$ cat config.mk
export PLATFORM = sky130hd
export DESIGN_NAME = mc_req_receiver
export DESIGN_NICKNAME = d
export VERILOG_FILES = /design/src/rtl/mc_pkg.sv /design/src/rtl/mc_fifo.sv /design/src/rtl/mc_req_receiver.sv
export SDC_FILE = /design/constraint.sdc
export NUM_CORES = 1
export LEC_CHECK = 0
export ABC_AREA = 1
export CORE_ASPECT_RATIO = 0.5
export CORE_MARGIN = 3
export CORE_UTILIZATION = 35
export DETAILED_ROUTE_END_ITERATION = 8
export GPL_TIMING_DRIVEN = 1
export PLACE_DENSITY = 0.61
export RECOVER_POWER = 50
export SETUP_SLACK_MARGIN = 0.3
export SLEW_MARGIN = 20
export SYNTH_ARGS = -nofsm -noshare
export SYNTH_HDL_FRONTEND = slang
export SYNTH_SLANG_ARGS = --single-unit
$ cat constraint.sdc
create_clock -name clk -period 4 [get_ports clk]
set_input_delay 0.6 -clock clk [delete_from_list [all_inputs] [get_ports clk]]
set_output_delay 0.6 -clock clk [all_outputs]
set_load 0.05 [all_outputs]
$ cat src/rtl/mc_pkg.sv
// Shared types for the parser -> memory-controller request path.
package mc_pkg;

  localparam int unsigned AddrWidth  = 36;
  localparam int unsigned MemopWidth = 4;
  localparam int unsigned TimeWidth  = 8;
  localparam int unsigned TagWidth   = 8;
  localparam int unsigned InstrWidth = TagWidth + TimeWidth + MemopWidth + AddrWidth;
  localparam int unsigned ReqWidth   = TimeWidth + MemopWidth + AddrWidth;

  typedef enum logic [MemopWidth-1:0] {
    READ   = 4'd0,
    WRITE  = 4'd1,
    IFETCH = 4'd2
  } memop_t;

  // cmd is kept as raw bits so illegal op codes survive until checked.
  typedef struct packed {
    logic [TagWidth-1:0]   tag;
    logic [TimeWidth-1:0]  ts;
    logic [MemopWidth-1:0] cmd;
    logic [AddrWidth-1:0]  addr;
  } parser_instr_t;

  typedef struct packed {
    logic [TimeWidth-1:0]  ts;
    logic [MemopWidth-1:0] cmd;
    logic [AddrWidth-1:0]  addr;
  } mc_req_t;

  typedef enum logic [1:0] {
    StEmpty,
    StWait,
    StIssue
  } head_state_e;

endpackage

$ cat src/rtl/mc_fifo.sv
// Generic synchronous FIFO with occupancy count; pointers wrap naturally.
module mc_fifo #(
  parameter int unsigned WIDTH = 48,
  parameter int unsigned DEPTH = 16
) (
  input  logic                   clk,
  input  logic                   rst_n,
  input  logic                   push,
  input  logic [WIDTH-1:0]       wdata,
  input  logic                   pop,
  output logic [WIDTH-1:0]       rdata,
  output logic [WIDTH-1:0]       rdata_next,
  output logic                   full,
  output logic                   empty,
  output logic [$clog2(DEPTH):0] count
);

  localparam int unsigned PtrW = $clog2(DEPTH);
  localparam int unsigned CntW = PtrW + 1;

  logic [WIDTH-1:0] mem [DEPTH];
  logic [PtrW-1:0]  wr_ptr_q, rd_ptr_q, rd_ptr_nxt;
  logic [CntW-1:0]  count_q;
  logic             do_push, do_pop;

  assign full       = (count_q == CntW'(DEPTH));
  assign empty      = (count_q == '0);
  assign count      = count_q;
  assign do_push    = push && !full;
  assign do_pop     = pop && !empty;
  assign rd_ptr_nxt = rd_ptr_q + PtrW'(1);
  assign rdata      = mem[rd_ptr_q];
  assign rdata_next = mem[rd_ptr_nxt];

  // Storage is not reset: outputs are qualified by empty downstream.
  always_ff @(posedge clk) begin
    if (do_push) begin
      mem[wr_ptr_q] <= wdata;
    end
  end

  always_ff @(posedge clk or negedge rst_n) begin
    if (!rst_n) begin
      wr_ptr_q <= '0;
      rd_ptr_q <= '0;
      count_q  <= '0;
    end else begin
      if (do_push) begin
        wr_ptr_q <= wr_ptr_q + PtrW'(1);
      end
      if (do_pop) begin
        rd_ptr_q <= rd_ptr_nxt;
      end
      unique case ({do_push, do_pop})
        2'b10:   count_q <= count_q + CntW'(1);
        2'b01:   count_q <= count_q - CntW'(1);
        default: count_q <= count_q;
      endcase
    end
  end

endmodule

$ cat src/rtl/mc_req_receiver.sv
// Receives parser words, enforces trace rules, queues legal requests and releases
// each to the scheduler once cur_time reaches its timestamp.
module mc_req_receiver
  import mc_pkg::*;
#(
  parameter int unsigned ADDR_WIDTH   = 36,
  parameter int unsigned MEMOP_WIDTH  = 4,
  parameter int unsigned TIME_WIDTH   = 8,
  parameter int unsigned TAG_WIDTH    = 8,
  parameter int unsigned DEPTH        = 16,
  parameter int unsigned MAX_PER_TIME = 4
) (
  input  logic                                            clk,
  input  logic                                            rst_n,
  input  logic [TIME_WIDTH-1:0]                           cur_time,
  input  logic                                            in_valid,
  output logic                                            in_ready,
  input  logic [TAG_WIDTH+TIME_WIDTH+MEMOP_WIDTH+ADDR_WIDTH-1:0] in_instr,
  output logic                                            out_valid,
  input  logic                                            out_ready,
  output logic [TIME_WIDTH-1:0]                           out_time,
  output logic [MEMOP_WIDTH-1:0]                          out_cmd,
  output logic [ADDR_WIDTH-1:0]                           out_addr,
  output logic [$clog2(DEPTH):0]                          count,
  output logic                                            err_order,
  output logic                                            err_burst,
  output logic                                            err_cmd,
  output logic [7:0]                                      drop_cnt
);

  localparam int unsigned EntryWidth = TIME_WIDTH + MEMOP_WIDTH + ADDR_WIDTH;
  localparam int unsigned BurstWidth = $clog2(MAX_PER_TIME + 1);

  // Modulo-2^TIME_WIDTH "t is at or before now".
  function automatic logic is_due(logic [TIME_WIDTH-1:0] t, logic [TIME_WIDTH-1:0] now);
    logic [TIME_WIDTH-1:0] d;
    d = t - now;
    return d[TIME_WIDTH-1] || (d == '0);
  endfunction

  logic [TAG_WIDTH-1:0]   unused_tag;
  logic [TIME_WIDTH-1:0]  in_ts;
  logic [MEMOP_WIDTH-1:0] in_cmd;
  logic [ADDR_WIDTH-1:0]  in_addr;

  assign {unused_tag, in_ts, in_cmd, in_addr} = in_instr;

  logic [TIME_WIDTH-1:0] last_time_q;
  logic                  seen_q;
  logic [BurstWidth-1:0] burst_cnt_q;
  logic                  err_order_q, err_burst_q, err_cmd_q;
  logic [7:0]            drop_cnt_q;
  logic [TIME_WIDTH-1:0] ts_diff;

  logic take, bad_cmd, bad_order, bad_burst, same_time;
  logic hit_cmd, hit_order, hit_burst, push, drop, pop;

  assign ts_diff   = in_ts - last_time_q;
  assign same_time = (in_ts == last_time_q);
  assign take      = in_valid && in_ready;
  assign bad_cmd   = (in_cmd > MEMOP_WIDTH'(IFETCH));
  assign bad_order = seen_q && ts_diff[TIME_WIDTH-1];
  assign bad_burst = same_time && (burst_cnt_q == BurstWidth'(MAX_PER_TIME));

  // First failing rule wins.
  assign hit_cmd   = take && bad_cmd;
  assign hit_order = take && !bad_cmd && bad_order;
  assign hit_burst = take && !bad_cmd && !bad_order && bad_burst;
  assign push      = take && !bad_cmd && !bad_order && !bad_burst;
  assign drop      = take && !push;

  logic [EntryWidth-1:0]  head, head_next;
  logic                   fifo_full, fifo_empty;
  logic [$clog2(DEPTH):0] fifo_count;

  mc_fifo #(
    .WIDTH(EntryWidth),
    .DEPTH(DEPTH)
  ) u_fifo (
    .clk       (clk),
    .rst_n     (rst_n),
    .push      (push),
    .wdata     ({in_ts, in_cmd, in_addr}),
    .pop       (pop),
    .rdata     (head),
    .rdata_next(head_next),
    .full      (fifo_full),
    .empty     (fifo_empty),
    .count     (fifo_count)
  );

  logic [TIME_WIDTH-1:0]  head_ts, head_next_ts;
  logic [MEMOP_WIDTH-1:0] head_cmd;
  logic [ADDR_WIDTH-1:0]  head_addr;
  logic                   head_due;

  assign head_ts      = head[EntryWidth-1 -: TIME_WIDTH];
  assign head_cmd     = head[ADDR_WIDTH +: MEMOP_WIDTH];
  assign head_addr    = head[ADDR_WIDTH-1:0];
  assign head_next_ts = head_next[EntryWidth-1 -: TIME_WIDTH];
  assign head_due     = is_due(head_ts, cur_time);

  assign in_ready  = !fifo_full;
  assign out_valid = !fifo_empty && head_due;
  assign pop       = out_valid && out_ready;
  assign out_time  = fifo_empty ? '0 : head_ts;
  assign out_cmd   = fifo_empty ? '0 : head_cmd;
  assign out_addr  = fifo_empty ? '0 : head_addr;
  assign count     = fifo_count;
  assign err_order = err_order_q;
  assign err_burst = err_burst_q;
  assign err_cmd   = err_cmd_q;
  assign drop_cnt  = drop_cnt_q;

  always_ff @(posedge clk or negedge rst_n) begin
    if (!rst_n) begin
      last_time_q <= '0;
      seen_q      <= 1'b0;
      burst_cnt_q <= '0;
      err_order_q <= 1'b0;
      err_burst_q <= 1'b0;
      err_cmd_q   <= 1'b0;
      drop_cnt_q  <= '0;
    end else begin
      if (push) begin
        last_time_q <= in_ts;
        seen_q      <= 1'b1;
        burst_cnt_q <= same_time ? burst_cnt_q + BurstWidth'(1) : BurstWidth'(1);
      end
      if (hit_cmd)   err_cmd_q   <= 1'b1;
      if (hit_order) err_order_q <= 1'b1;
      if (hit_burst) err_burst_q <= 1'b1;
      if (drop && (drop_cnt_q != 8'hff)) begin
        drop_cnt_q <= drop_cnt_q + 8'd1;
      end
    end
  end

  // Head-state tracker for debug visibility; the datapath does not depend on it.
  head_state_e state_q, state_d;
  logic        last_one;

  assign last_one = (fifo_count == ($clog2(DEPTH)+1)'(1));

  always_comb begin
    state_d = state_q;
    unique case (state_q)
      StEmpty: begin
        if (push) state_d = is_due(in_ts, cur_time) ? StIssue : StWait;
      end
      StWait: begin
        if (head_due) state_d = StIssue;
      end
      StIssue: begin
        if (pop) begin
          if (last_one && !push) begin
            state_d = StEmpty;
          end else if (last_one) begin
            state_d = is_due(in_ts, cur_time) ? StIssue : StWait;
          end else begin
            state_d = is_due(head_next_ts, cur_time) ? StIssue : StWait;
          end
        end
      end
      default: state_d = StEmpty;
    endcase
  end

  always_ff @(posedge clk or negedge rst_n) begin
    if (!rst_n) begin
      state_q <= StEmpty;
    end else begin
      state_q <= state_d;
    end
  end

endmodule

==> out/metrics.yaml, run 1 <==
placed_design:
  place_area_um2: 35800
  placed_cells: 3500
  dp_hpwl_um: 43800
  place.gp.congestion: 0.808
worst_setup_path:
  cp_slowest_stage_delay_ps: 540
  worst_path_most_repeated_cell: "nand3_2"
  crit_end: "out_valid"
  end_kind: "output port"
  required_ps: 3400
  cp.arrival_ps: 3680
cells_and_area:
  sh_seq_area_pct: 60.4
  instances_no_fill: 3681
  signal_buffer_area_fraction_pct: 9.60
  layout_top_cell: "edfxtp_1"
  area_delta_synth_final_pct: 25.0
  final_layout_top_logic_cells: "edfxtp_1, nand2_1, o221ai_1, a21oi_1, buf_4"
  nNonClkInverters: 77
run:
  warning_count: 42
  drv_cap: 1
status:
  status: "complete, but fails checks"
  violations: "capacitance limit, slew limit, setup timing"
logic_synthesis:
  ys_seq_share_pct: 75.4
  xor_share_pct: 0.414
  yosys_most_used_dff: "edfxtp_1"
  synthArstFlopShare_pct: 4.48
  yosys_warnings: 0
routing:
  wl_per_cell_um: 23.5
  route.detailed.drc: 0
  firstDrtPassIters: 5
power:
  p_sw_share_pct: 38.3
  seq_power_share_pct: 30.5
  cell_internal_pwr_mw: 19.5
  comb-power_mw: 14.5
  powerClk_mw: 7.51
  pwr-share-comb_pct: 45.8
  top_power_group: "combinational cells"
sta:
  fin_ws_ps: -276
  slew_viol_final: 37
  setup_viol: 4
  fmax_mhz: 234
clock_network:
  post_cts_resized: 80
## run 1: Yosys cell counts (2+ instances only)
library cell	count	area [um2]
nand2_2	2	12.5
fa_1	2	40.0
xor2_1	12	105
nand2_1	499	1870
nand3_4	3	52.6
buf_6	4	45.0
o21ai_0	21	105
nand3_1	27	135
a31o_1	80	701
clkbuf_1	47	176
inv_1	66	248
buf_2	69	345
o221ai_1	237	2080
dfrtp_1	36	901
nand3_2	5	50.1
nand3b_1	2	15.0
a31oi_1	40	250
nand4_1	9	56.3
nor2_2	2	12.5
o21ai_1	7	35.0
o22ai_1	3	18.8
buf_4	15	113
inv_2	8	30.0
nand2_4	2	22.5
edfxtp_1	768	23100
ha_1	27	338
or2_1	2	12.5
xnor2_1	3	26.3
buf_1	8	30.0
a21oi_1	122	611
nor2_1	44	165
or2_2	2	12.5
## run 1: layer usage
| metal | vias to the layer above | global-route usage (%) | part of all wire, % |
|---|---|---|---|
| met5 | - | 0 | 0 |
| met4 | 0 | 4.60 | 1.9 |
| met3 | 127 | 2.37 | 7.2 |
| met2 | 832 | 28.3 | 48 |
| met1 | 10400 | 24.6 | 43 |
| li1 | 8932 | - | - |
## run 1: sequential cells by signal, summed over array words and instances (netlist names)
signal,flops
burst_cnt_q,3
drop_cnt,8
err_burst,1
err_cmd,1
err_order,1
last_time_q,8
seen_q,1
u_fifo.count,5
u_fifo.mem,768
u_fifo.rd_ptr_q,4
u_fifo.wr_ptr_q,4
## run 1: worst register-to-register path: cells and delay by family (launching register included)
family / cells / cell delay, ps
compound gates: 5 / 450
simple gates: 13 / 1150
xor+xnor: 1 / 150
buf+inv: 7 / 690
flops: 1 / 510
fa+ha+maj: 4 / 1220
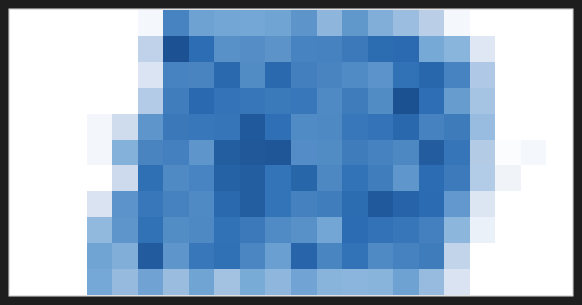
*Cell density map, run 1*
The die is cut into 22 by 11 equal tiles; white is low, dark blue is high, 0 to 100% covered.
31% of the tiles are nearly empty. The densest ninth of the die: center. The emptiest ninth of the die: upper left. The mean over all tiles is 40%. 12% of the tiles are over 75% full. The fullest tile reaches 87%.
core area: 89100 um2
fp util: 35.6%
final core occ: 44.6%

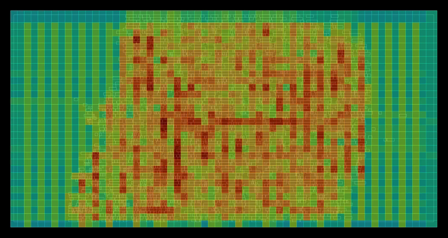
*Routing congestion map, run 1*
met1 GRT Util: 24.6%
GR Layer Usage met3: 2.37%
GRT Resource Usage Total: 17.4%
Top Usage Layer GRT: met2
GR Util met2: 28.3%

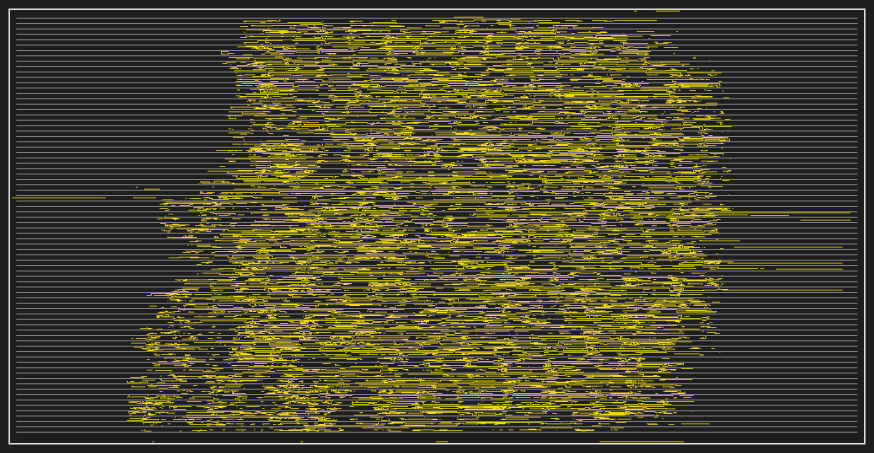
*Metal 1, run 1*
Supply wires on this layer in gray.
The wires run mostly horizontal. The layer holds 43% of the routed length.
WL final: 86400 um
vias: 20300

==> run 2, diff against run 1 <==
--- a/config.mk
+++ b/config.mk
@@ -8,10 +8,10 @@
 export ABC_AREA = 1
 export CORE_ASPECT_RATIO = 0.5
 export CORE_MARGIN = 3
-export CORE_UTILIZATION = 35
+export CORE_UTILIZATION = 54
 export DETAILED_ROUTE_END_ITERATION = 8
 export GPL_TIMING_DRIVEN = 1
-export PLACE_DENSITY = 0.61
+export PLACE_DENSITY = 0.83
 export RECOVER_POWER = 50
 export SETUP_SLACK_MARGIN = 0.3
 export SLEW_MARGIN = 20
==> run 2 against run 1 <==
Compared with the run above: the flow finishes with violations (DRC, capacitance limit, slew limit, setup timing); global-route usage rose by 10 points; synthesized area did not move; via count rose by 18%; clock skew rose by 21 ps; register-to-register slack got worse by 500 ps; routed wire length rose by 24%; die area fell by 35%; worst setup slack got worse by 500 ps; sequential share of layout area rose by 1.3 points; sequential power rose by 0.4%; largest power group unchanged.
==> out/metrics.yaml, run 2 <==
cells_and_area:
  top_register: "u_fifo.mem"  # unchanged
  area_delta_synth_final_pct: 22.3  # was 25.0%
  instances_no_fill: 3247  # was 3681
  layout_top_cell: "edfxtp_1"  # unchanged
  largest_reg_flops: 768  # unchanged
  utilization_pct: 67.2  # was 44.6%
run:
  drv_cap: 1  # unchanged
  warning_count: 44  # was 42
routing:
  firstDrtPassIters: 9  # was 5
  dr_wl_met3_um: 17200  # was 6210 um
  met1Wirelength_um: 32100  # was 37300 um
  route.detailed.drc: 1  # was 0
  wl_met2_um: 48800  # was 41300 um
  drt-total-wl_um: 107000  # was 86400 um
  top_layer_used: "met5"  # was met4
die:
  fp-utilization_pct: 55.0  # was 35.6%
  coreArea_um2: 57800  # was 89100 um2
global_routing:
  grt_usage_pct: 27.8  # was 17.4%
  busiest_layer: "met2"  # unchanged
  grt.met2_usage_pct: 46.3  # was 28.3%
  grt_use_met3_pct: 6.34  # was 2.37%
  met1_usage_pct: 34.8  # was 24.6%
logic_synthesis:
  synthArstFlopShare_pct: 4.48  # unchanged
  yosysMostFrequentCell: "edfxtp_1"  # unchanged
  yosys.area.top_type_share_pct: 72.6  # unchanged
  synth_top_cell_by_area: "edfxtp_1"  # unchanged
  yosys_most_used_dff: "edfxtp_1"  # unchanged
  yosys_warnings: 0  # unchanged
  top_cells_by_count: "edfxtp_1, nand2_1, o221ai_1, a21oi_1, a31o_1"  # unchanged
  area_leaders: "edfxtp_1, o221ai_1, nand2_1"  # unchanged
  ys_seq_share_pct: 75.4  # unchanged
status:
  violations: "DRC, capacitance limit, slew limit, setup timing"  # was capacitance limit, slew limit, setup timing
  status: "complete, but fails checks"  # unchanged
worst_setup_path:
  cp.arrival_ps: 5300  # was 3680 ps
sta:
  fmax_mhz: 209  # was 234 MHz
  fin_ws_ps: -776  # was -276 ps
  slew_viol_final: 37  # unchanged
  setup_viol: 5  # was 4
placed_design:
  place_area_um2: 35100  # was 35800 um2
  dp_hpwl_um: 42700  # was 43800 um
  place.gp.congestion: 0.876  # was 0.808
  placed_cells: 3068  # was 3500
clock_network:
  post_cts_resized: 98  # was 80
==> run 2: cell counts after synthesis <==
Identical to the previous run, type by type.
==> run 2: layout make-up <==
cell class	count	area [um2]
Tap cell	768	961
Clock inverter	32	190
Antenna cell	5	12.5
Timing Repair inverter	1	11.3
Inverter	76	317
Timing Repair Buffer	307	3750
Sequential cell	804	24000
Multi-Input combinational cell	1166	7760
Fill cell	3097	18900
Clock buffer	88	1870
==> run 2: report_power, final <==
group          total (mW)  internal [mW]  switching (mW)
Sequential           9.70           9.48           0.216
Combinational        16.2           5.95            10.2
Clock                6.61           3.39            3.21
Total                32.5           18.8            13.7
==> run 2: how the worst max path moves through the flow <==
stage,cells past startpoint,end,slack [ps]
CTS,18,out_valid,-170
global placement,26,u_fifo.count[4]$_DFFE_PN0P_,-60
floorplan,10,u_fifo.mem[11][0]$_DFFE_PP_,-330
global route,31,u_fifo.count[4]$_DFFE_PN0P_,-860
finish,31,u_fifo.count[4]$_DFFE_PN0P_,-780
detailed placement,26,u_fifo.count[3]$_DFFE_PN0P_,-160
==> run 2: cells by family (layout without fill, tap and decap cells) <==
kind of cell / Yosys count / after routing / synth area share, %
DFF: 804 / 804 / 75.4
adders and majority gates: 29 / 29 / 1.19
other: 0 / 5 / 0
xor gates and xnor gates: 15 / 15 / 0.414
and+or+nand+nor: 604 / 607 / 7.75
AOI/OAI and AO/OA: 515 / 515 / 12.1
buffers and inverters: 219 / 504 / 3.14
==> run 2: worst max-delay path: cells and delay by family, from the launching register on <==
kind,cells,cell delay (ps)
XOR/XNOR,1,160
buffers and inverters,7,750
AND/OR/NAND/NOR,17,2000
adder cells (fa/ha/maj),3,760
AND-OR/OR-AND,3,380
flip-flops,1,610
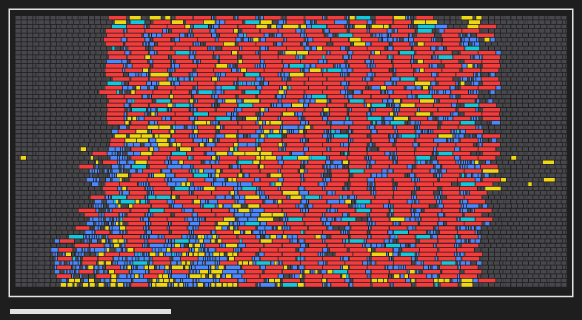
*Cell classes on the final placement, run 2*
The bar under the picture is 100 um long. Fill, decap, tap and diode cells in gray.
Yellow marks other buffers and delay cells, cells 307, share of their area 9.9%. Red marks flip-flops, cells 804, share of their area 63%. Cyan marks clock drivers and dummy loads, cells 120, share of their area 5.4%. Blue marks all other logic, cells 1243, share of their area 21%.

Power and IR drop assume default switching activity.
